run_1/ff_map.png
Bar = 20 µm.
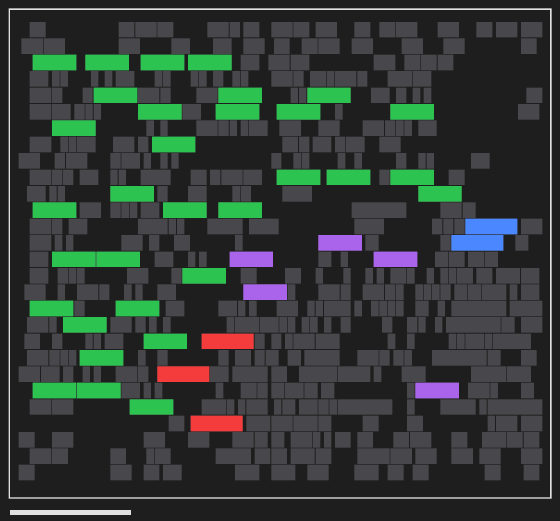
run_1/placed.png
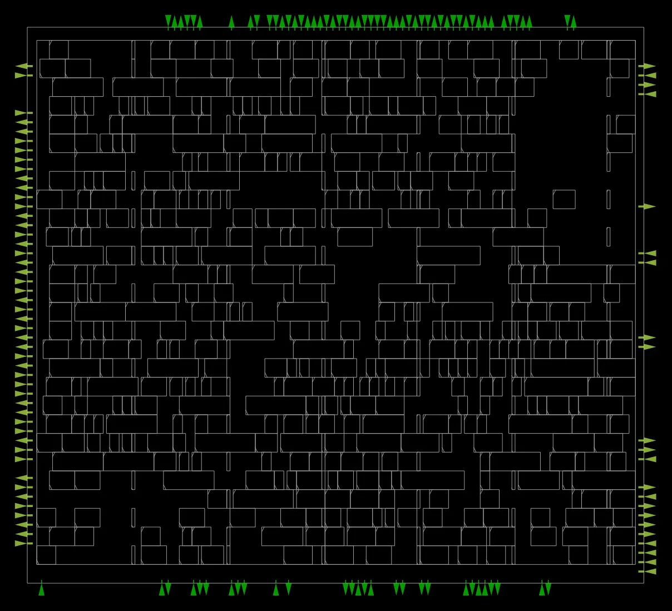
run_1/clock_wires.png
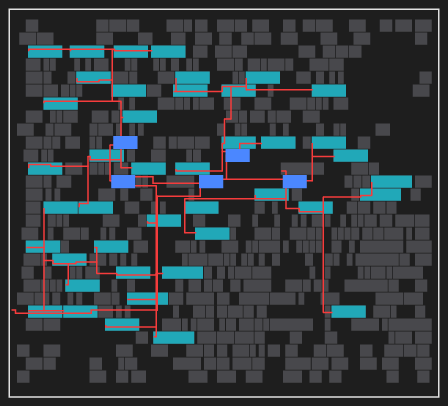
==> src/rtl/pe_operand_sequencer.sv <==
// Operand sequencer for one PE: streams vectors A and B into the PE, runs the MAC, returns the dot product.
// Optional macro PE_SEQ_CHECK_EN enables the MAC_DONE length-mismatch check (sticky ERR).
module pe_operand_sequencer #(
  parameter int N  = 16,
  parameter int DW = 32
) (
  input  logic          CLK,
  input  logic          RST,
  input  logic          START,
  input  logic [1:0]    DIMEN,
  output logic          BUSY,
  input  logic          SRC_VALID,
  input  logic [DW-1:0] SRC_DATA,
  output logic          SRC_READY,
  output logic          PE_RST_ADD,
  output logic [DW-1:0] PE_DATAIN,
  output logic          PE_MAT_MUX,
  output logic          PE_WRITE,
  output logic [1:0]    PE_DIMEN,
  output logic          PE_MAC_CTRL,
  output logic          PE_RST_ACC,
  output logic          PE_RST_PC,
  output logic          PE_OUT_RDY,
  input  logic          PE_MAC_DONE,
  input  logic [DW-1:0] PE_DATAOUT,
  output logic          RES_VALID,
  output logic [DW-1:0] RES_DATA,
  input  logic          RES_READY,
  output logic          DONE,
  output logic          ERR
);

  localparam int CW = $clog2(N) + 1;

  typedef enum logic [2:0] {
    S_IDLE, S_CLR, S_LOAD_A, S_RADDR, S_LOAD_B, S_MAC, S_READ, S_HOLD
  } state_t;

  state_t        state_q, state_d;
  logic [CW-1:0] cnt_q, cnt_d;
  logic [1:0]    dimen_q;
  logic [DW-1:0] res_q;
  logic [CW-1:0] len;
  logic [CW-1:0] last;
  logic          src_fire;

  // Vector length L = 2^(DIMEN+1)
  function automatic logic [CW-1:0] len_of(input logic [1:0] d);
    return CW'(2) << d;
  endfunction

  assign len       = len_of(dimen_q);
  assign last      = len - CW'(1);
  assign src_fire  = SRC_VALID & SRC_READY;
  assign PE_WRITE  = src_fire;
  assign PE_DATAIN = SRC_DATA;
  assign PE_DIMEN  = dimen_q;
  assign RES_DATA  = res_q;

  always_ff @(posedge CLK) begin
    if (RST) begin
      state_q <= S_IDLE;
      cnt_q   <= '0;
      dimen_q <= '0;
    end else begin
      state_q <= state_d;
      cnt_q   <= cnt_d;
      if (state_q == S_IDLE && START) dimen_q <= DIMEN;
    end
  end

  // Result capture: PE_DATAOUT is only meaningful during READ
  always_ff @(posedge CLK) begin
    if (RST)                  res_q <= '0;
    else if (state_q == S_READ) res_q <= PE_DATAOUT;
  end

  always_comb begin
    state_d     = state_q;
    cnt_d       = cnt_q;
    BUSY        = (state_q != S_IDLE);
    SRC_READY   = 1'b0;
    PE_RST_ADD  = 1'b0;
    PE_MAT_MUX  = 1'b0;
    PE_MAC_CTRL = 1'b0;
    PE_RST_ACC  = 1'b0;
    PE_RST_PC   = 1'b0;
    PE_OUT_RDY  = 1'b0;
    RES_VALID   = 1'b0;
    DONE        = 1'b0;
    case (state_q)
      S_IDLE: begin
        if (START) state_d = S_CLR;
      end
      S_CLR: begin
        PE_RST_ADD = 1'b1;
        PE_RST_ACC = 1'b1;
        PE_RST_PC  = 1'b1;
        cnt_d      = '0;
        state_d    = S_LOAD_A;
      end
      S_LOAD_A: begin
        PE_MAT_MUX = 1'b1;
        SRC_READY  = (cnt_q < len);
        if (src_fire) begin
          if (cnt_q == last) begin
            cnt_d   = '0;
            state_d = S_RADDR;
          end else begin
            cnt_d = cnt_q + CW'(1);
          end
        end
      end
      S_RADDR: begin
        PE_RST_ADD = 1'b1;
        cnt_d      = '0;
        state_d    = S_LOAD_B;
      end
      S_LOAD_B: begin
        SRC_READY = (cnt_q < len);
        if (src_fire) begin
          if (cnt_q == last) begin
            cnt_d   = '0;
            state_d = S_MAC;
          end else begin
            cnt_d = cnt_q + CW'(1);
          end
        end
      end
      S_MAC: begin
        PE_MAC_CTRL = 1'b1;
        if (cnt_q == last) begin
          cnt_d   = '0;
          state_d = S_READ;
        end else begin
          cnt_d = cnt_q + CW'(1);
        end
      end
      S_READ: begin
        PE_OUT_RDY = 1'b1;
        state_d    = S_HOLD;
      end
      S_HOLD: begin
        RES_VALID = 1'b1;
        if (RES_READY) begin
          DONE    = 1'b1;
          state_d = S_IDLE;
        end
      end
      default: state_d = S_IDLE;
    endcase
  end

`ifdef PE_SEQ_CHECK_EN
  logic err_q;

  // MAC_DONE must rise exactly on the last MAC cycle; any other pattern is sticky
  always_ff @(posedge CLK) begin
    if (RST) begin
      err_q <= 1'b0;
    end else if (state_q == S_MAC) begin
      if ((cnt_q == last) != PE_MAC_DONE) err_q <= 1'b1;
    end
  end

  assign ERR = err_q;
`else
  logic unused_mac_done;
  assign unused_mac_done = PE_MAC_DONE;
  assign ERR = 1'b0;
`endif

endmodule

==> config.mk <==
export PLATFORM = sky130hd
export DESIGN_NAME = pe_operand_sequencer
export DESIGN_NICKNAME = d
export VERILOG_FILES = /design/src/rtl/pe_operand_sequencer.sv
export SDC_FILE = /design/constraint.sdc
export NUM_CORES = 1
export LEC_CHECK = 0
export ABC_AREA = 1
export CAP_MARGIN = 20
export CORE_ASPECT_RATIO = 0.9
export CORE_UTILIZATION = 32
export CTS_CLUSTER_DIAMETER = 50
export DETAILED_ROUTE_END_ITERATION = 6
export GPL_TIMING_DRIVEN = 0
export MAX_ROUTING_LAYER = met4
export PLACE_DENSITY_LB_ADDON = 0.2
export SLEW_MARGIN = 10
export SYNTH_ARGS = -nofsm -noshare
export SYNTH_HDL_FRONTEND = slang
export SYNTH_SLANG_ARGS = --single-unit
==> constraint.sdc <==
create_clock -name CLK -period 1.5 [get_ports CLK]
set_input_delay 0.225 -clock CLK [delete_from_list [all_inputs] [get_ports CLK]]
set_output_delay 0.225 -clock CLK [all_outputs]
set_load 0.05 [all_outputs]
==> Flow_metrics.wiki, run 1 <==
=== Physical design figures ===
{| class="wikitable"
! Metric !! Value
|-
| Routed vias || 2356
|-
| Unrepaired setup endpoints after global routing || true
|-
| Final Setup Violations || 12
|-
| Worst setup path startpoint || PE_DIMEN[1]
|-
| Terminus of the critical flop-to-flop path || cnt_q[0]
|-
| Remaining number of nets flagged by the antenna check after routing || 0
|-
| Startpoint of the most critical register-to-register path || PE_DIMEN[1]
|-
| Reg power frac || 27.4%
|-
| Count of inserted antenna diode cells || 0
|-
| Power per Cell Area || 1240 mW/mm²
|-
| Startpoint of the lowest-slack hold path || RES_DATA[5]
|-
| CP cell instances || inv_4 > nand2_4 > ha_4 > nand2_2 > nand2_2 > nand2_2 > nand3_4 > o21ai_4 > nand2_4 > nor3_4 > buf_6
|-
| Die y size || 80.8 µm
|-
| Total clock buffers created by CTS || 5
|-
| Max-slew violations || 0
|-
| Final Net Count || 523
|-
| Nature of the critical path startpoint || register
|-
| Proportion of synthesized chip area in sequential cells || 38.1%
|-
| Port Buf Inserts || 115
|-
| Final RePlAce weighted congestion || 0.871
|-
| Post-route total power || 4.89 mW
|-
| First-pass GRT wire length || 9250 µm
|-
| Failing checks || negative setup slack
|-
| Result of the run || complete, but fails checks
|-
| Post-synthesis cell area || 0.00221 mm²
|-
| Simple share || 28.5%
|-
| Dpl hpwl || 4450 µm
|-
| Register-to-register setup slack || -0.47 ns
|-
| Required time of the worst setup path || 1.27 ns
|-
| GR Overflow Total || 0
|-
| Vias in the first global route || 2105
|-
| Max frequency || 461 MHz
|-
| Count of TritonRoute iterations in the first routing pass || 4
|-
| Die Size || 0.00723 mm²
|-
| Yosys cell count || 309
|-
| Filler Cells Inserted || 628
|-
| Layout cell share with drive strength beyond 1 || 30.4%
|-
| Pint || 2.75 mW
|-
| Minimum setup slack in the final design || -0.670 ns
|-
| Number of flip-flops and latches in the synthesized netlist || 42
|-
| Via/cell ratio || 4.39
|-
| Initial standard-cell utilization of the core || 33.3%
|-
| Capturing instance or port of the critical path || DONE
|}
Notes on ff_map.png above:
[blue] `PE_DIMEN` | placed flops: 2
[purple] `cnt_q` | placed flops: 5
[green] `RES_DATA` | placed flops: 32
[red] `state_q` | placed flops: 3
flip-flop and latch share of the layout cell area: 21.9%
final standard cell utilization of the core: 59.4%
power in sequential cells: 1.34 mW
flip-flop and latch area: 860 µm²

Notes on placed.png above:
Floorplan Core Area: 0.00662 mm²
std cell rows: 28

Notes on clock_wires.png above:
[blue] clock-net drivers | count: 5
[cyan] flip-flops | count: 42
[red] clock wires | length: 543 µm
routed clock nets: 6
clock latency on the worst-skew pair: 0.28 ns
clock group total power: 818 µW
clock tree skew after final layout: 0.00910 ns
fraction of power consumed by the clock network: 16.7%

==> run 1: layout make-up <==
cell class	count	share of cell area (%)
Clock buffer	7	2.48
Sequential cell	42	21.9
Multi-Input combinational cell	196	29.1
Inverter	27	3.37
Buffer	43	8.17
Clock inverter	1	0.191
Tap cell	90	2.86
Timing Repair Buffer	131	31.9
==> run 1: cell usage in the layout (no fill, tap or decap), types with 4 or more instances in the layout <==
master,instances
sky130_fd_sc_hd__ha_4,4
sky130_fd_sc_hd__a21oi_2,5
sky130_fd_sc_hd__dfxtp_4,5
sky130_fd_sc_hd__dfxtp_1,37
sky130_fd_sc_hd__nand3_1,13
sky130_fd_sc_hd__clkbuf_8,5
sky130_fd_sc_hd__buf_6,7
sky130_fd_sc_hd__inv_1,17
sky130_fd_sc_hd__nand3_2,7
sky130_fd_sc_hd__clkdlybuf4s50_1,70
sky130_fd_sc_hd__buf_4,52
sky130_fd_sc_hd__inv_2,4
sky130_fd_sc_hd__nand2_2,13
sky130_fd_sc_hd__dlygate4sd2_1,34
sky130_fd_sc_hd__o21ai_0,31
sky130_fd_sc_hd__nand2_1,26
sky130_fd_sc_hd__clkbuf_2,5
sky130_fd_sc_hd__nor2_1,70
==> run 1: power groups by stage <==
stage               Clock [mW]  Combinational (mW)  Sequential, mW
floorplan                    0                1.54            1.42
global placement             0                2.18            1.33
detailed placement           0                2.21            1.34
CTS                      0.852                2.44            1.32
global route             0.893                2.91            1.35
finish                   0.818                2.73            1.34
==> run 1: metal layers <==
metal	vias up	GRT usage [%]	wire [µm]
met5	-	-	0
met4	0	2.86	23
met3	2	5.69	482
met2	86	27.5	3130
met1	1049	20.2	2640
li1	1219	-	-
==> run 1: registers in the layout, summed over array words and instances, names as in the netlist <==
register / flops
state_q: 3
cnt_q: 5
PE_DIMEN: 2
RES_DATA: 32
==> run 1: Yosys cell counts, drive strengths merged <==
cell / number
nor2: 75
buf: 38
nand2: 42
a21oi: 9
clkbuf: 6
dfxtp: 42
nor3: 3
inv: 27
nand3: 22
nand4: 3
ha: 5
o21ai: 36
conb: 1
==> run 1: through the flow <==
step	setup TNS (ns)	area (µm²)	hold WS, ns	util [%]
after floorplan	-3.12	2320	0.284	-
after global placement	-12.80	3580	0.461	54.1
after detailed placement	-13.74	3580	0.471	54.1
after CTS	-4.56	3770	0.486	57.0
after global routing	-6.55	3930	0.507	59.4
final	-5.20	3930	0.479	59.4
==> run 1: worst register-to-register path: stages, from the launching register on <==
cell	delay, ns
sky130_fd_sc_hd__dfxtp_4	0.38
sky130_fd_sc_hd__inv_4	0.07
sky130_fd_sc_hd__nand2_4	0.05
sky130_fd_sc_hd__ha_4	0.24
sky130_fd_sc_hd__nand2_2	0.06
sky130_fd_sc_hd__nand2_2	0.06
sky130_fd_sc_hd__nand2_2	0.08
sky130_fd_sc_hd__nand3_4	0.12
sky130_fd_sc_hd__o21ai_4	0.22
sky130_fd_sc_hd__buf_4	0.14
sky130_fd_sc_hd__buf_6	0.11
sky130_fd_sc_hd__clkbuf_16	0.14
sky130_fd_sc_hd__nand3_2	0.05
sky130_fd_sc_hd__nand2_1	0.09
sky130_fd_sc_hd__nor2_1	0.04
==> run 1 -> run 2 <==
--- a/config.mk
+++ b/config.mk
@@ -6,7 +6,6 @@
 export NUM_CORES = 1
 export LEC_CHECK = 0
 export ABC_AREA = 1
-export CAP_MARGIN = 20
 export CORE_ASPECT_RATIO = 0.9
 export CORE_UTILIZATION = 32
 export CTS_CLUSTER_DIAMETER = 50
==> run 2 against run 1 <==
Against the previous run:
- the flow still finishes with violations (negative setup slack)
- routed wire length stayed put
- total power unchanged
- largest cell class unchanged
- utilization is the same
- worst setup slack is the same
- largest power group unchanged
==> Flow_metrics.wiki, run 2 <==
=== Physical design figures ===
{| class="wikitable"
! Metric !! Value
|-
| Pint || 2.75 mW
|-
| Max-slew violations || 0
|-
| Remaining number of nets flagged by the antenna check after routing || 0
|-
| Failing checks || negative setup slack
|-
| Proportion of register bits with asynchronous set or reset after synthesis || 0%
|-
| Count of inserted antenna diode cells || 0
|-
| Final Net Count || 523
|-
| Most numerous logic cells after layout || 70 x sky130_fd_sc_hd__nor2_1, 70 x sky130_fd_sc_hd__clkdlybuf4s50_1, 52 x sky130_fd_sc_hd__buf_4, 37 x sky130_fd_sc_hd__dfxtp_1, 34 x sky130_fd_sc_hd__dlygate4sd2_1
|-
| EDFF count, synth || 0
|-
| Minimum setup slack in the final design || -0.670 ns
|-
| Port Buf Inserts || 115
|-
| Reg power frac || 27.4%
|-
| Final RePlAce weighted congestion || 0.871
|-
| Terminus of the critical flop-to-flop path || cnt_q[0]
|-
| Nature of the critical path startpoint || register
|-
| Capturing instance or port of the critical path || DONE
|-
| Unrepaired setup endpoints after global routing || true
|-
| First-pass GRT wire length || 9250 µm
|-
| Die y size || 80.8 µm
|-
| Routed vias || 2356
|-
| Routing layer with the top usage in global route || met2
|-
| Register-to-register setup slack || -0.47 ns
|-
| Max frequency || 461 MHz
|-
| Clock tree skew after final layout || 0.00910 ns
|-
| M2 GR Usage || 27.5%
|-
| Top post-synthesis cells by count || 72 x sky130_fd_sc_hd__nor2_1, 42 x sky130_fd_sc_hd__dfxtp_1, 38 x sky130_fd_sc_hd__nand2_1
|-
| Floorplan Core Area || 0.00662 mm²
|-
| CP cell instances || inv_4 > nand2_4 > ha_4 > nand2_2 > nand2_2 > nand2_2 > nand3_4 > o21ai_4 > nand2_4 > nor3_4 > buf_6
|-
| Worst setup path startpoint || PE_DIMEN[1]
|-
| Post-route total power || 4.89 mW
|-
| Startpoint of the most critical register-to-register path || PE_DIMEN[1]
|-
| Flip-flop and latch area || 860 µm²
|-
| Count of TritonRoute iterations in the first routing pass || 4
|-
| Clock latency on the worst-skew pair || 0.28 ns
|-
| Std cell rows || 28
|-
| Required time of the worst setup path || 1.27 ns
|-
| GR Overflow Total || 0
|-
| Layout cell share with drive strength beyond 1 || 30.4%
|-
| Most used flip-flop cell || sky130_fd_sc_hd__dfxtp_1
|-
| Max reg flops || 32
|-
| Final Setup Violations || 12
|-
| Result of the run || complete, but fails checks
|-
| Dpl hpwl || 4450 µm
|-
| Via/cell ratio || 4.39
|}
run 2: cell counts in the layout (fill, tap and decap cells not counted):
No cell type changed its count.
run 2: kinds of logic (layout without fill, tap and decap cells):
group / count (synthesis) / after routing / share of synthesized area (%)
buffers and inverters: 71 / 209 / 18.9
and+or+nand+nor: 145 / 145 / 28.5
AOI/OAI and AO/OA: 45 / 45 / 11.6
DFF: 42 / 42 / 38.1
other: 1 / 1 / 0.170
adders and majority gates: 5 / 5 / 2.83
run 2: layout make-up:
type,instances,area share [%]
timing repair buffer,131,31.9
clock inverter,1,0.191
tap,90,2.86
sequential,42,21.9
inverter,27,3.37
buffer,43,8.17
multi-input combinational,196,29.1
clock buffer,7,2.48
run 2: layer usage:
layer | vias up | part of all wire [%] | routed length, µm
met4 | 0 | 0.37 | 23
met1 | 1049 | 42 | 2640
li1 | 1219 | - | -
met2 | 86 | 50 | 3130
met5 | - | 0 | 0
met3 | 2 | 7.7 | 482
run 2: worst max-delay path, delay by kind of cell (launching register included):
family	cells	cell delay, ns
AND/OR/NAND/NOR	7	0.57
flip-flops	1	0.38
buffers and inverters	2	0.24
adder cells (fa/ha/maj)	1	0.24
AND-OR/OR-AND	1	0.22
run 2: worst min-delay path by stage:
stage	startpoint	endpoint	cells after the start	slack [ns]
finish	RES_DATA[5]	RES_DATA[5]	2	0.48
global route	RES_DATA[0]	RES_DATA[0]	2	0.51
CTS	RES_DATA[9]	RES_DATA[9]	2	0.49
detailed placement	RES_DATA[5]	RES_DATA[5]	2	0.47
global placement	RES_DATA[26]	RES_DATA[26]	2	0.46
floorplan	RST	state_q[0]	1	0.28
run 2: what timing repair did:
action                                  in CTS  in global routing
endpoints found under the setup margin      83                 41
cloned                                       0                  1
hold endpoints to repair                     0                  0
setup buffers                               11                  4
gates resized                              114                 46
pin swaps                                   13                  9
run 2: power groups by stage:
stage / Clock, mW / Sequential (mW) / Combinational [mW]
after floorplan: 0 / 1.42 / 1.54
after global placement: 0 / 1.33 / 2.18
after detailed placement: 0 / 1.34 / 2.21
after CTS: 0.852 / 1.32 / 2.44
after global routing: 0.893 / 1.35 / 2.91
final: 0.818 / 1.34 / 2.73
run 2: through the flow:
stage,util (%),area [µm²]
final,59.4,3930
after global routing,59.4,3930
after CTS,57.0,3770
after detailed placement,54.1,3580
after global placement,54.1,3580
after floorplan,-,2320
run_2/clock_wires.png
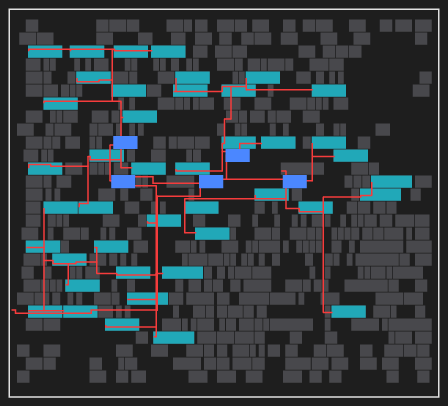
[cyan] flip-flops | count: 42
[blue] clock-net drivers | count: 5
[red] clock wires | length: 543 µm
routed clock nets: 6
flops lie: widely spread

run_2/placed.png
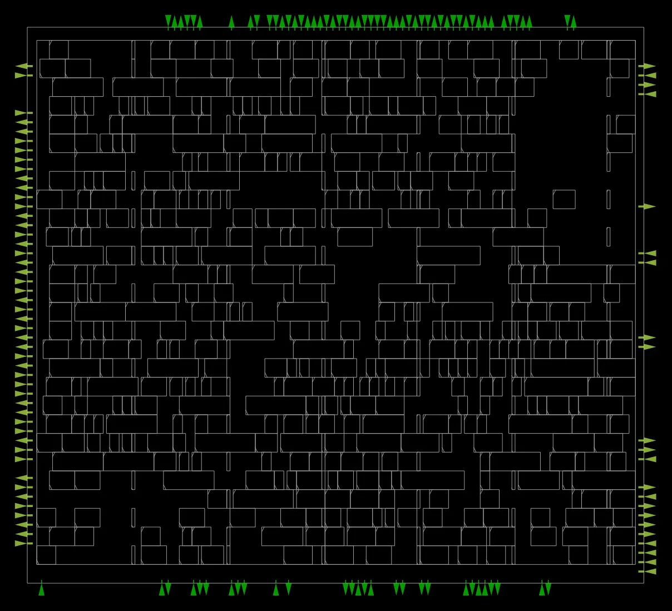
Filler Cells Inserted: 628
flip-flops: 42
Tap Count: 90

Power figures rest on the tool's default switching activity, not on a simulated workload.
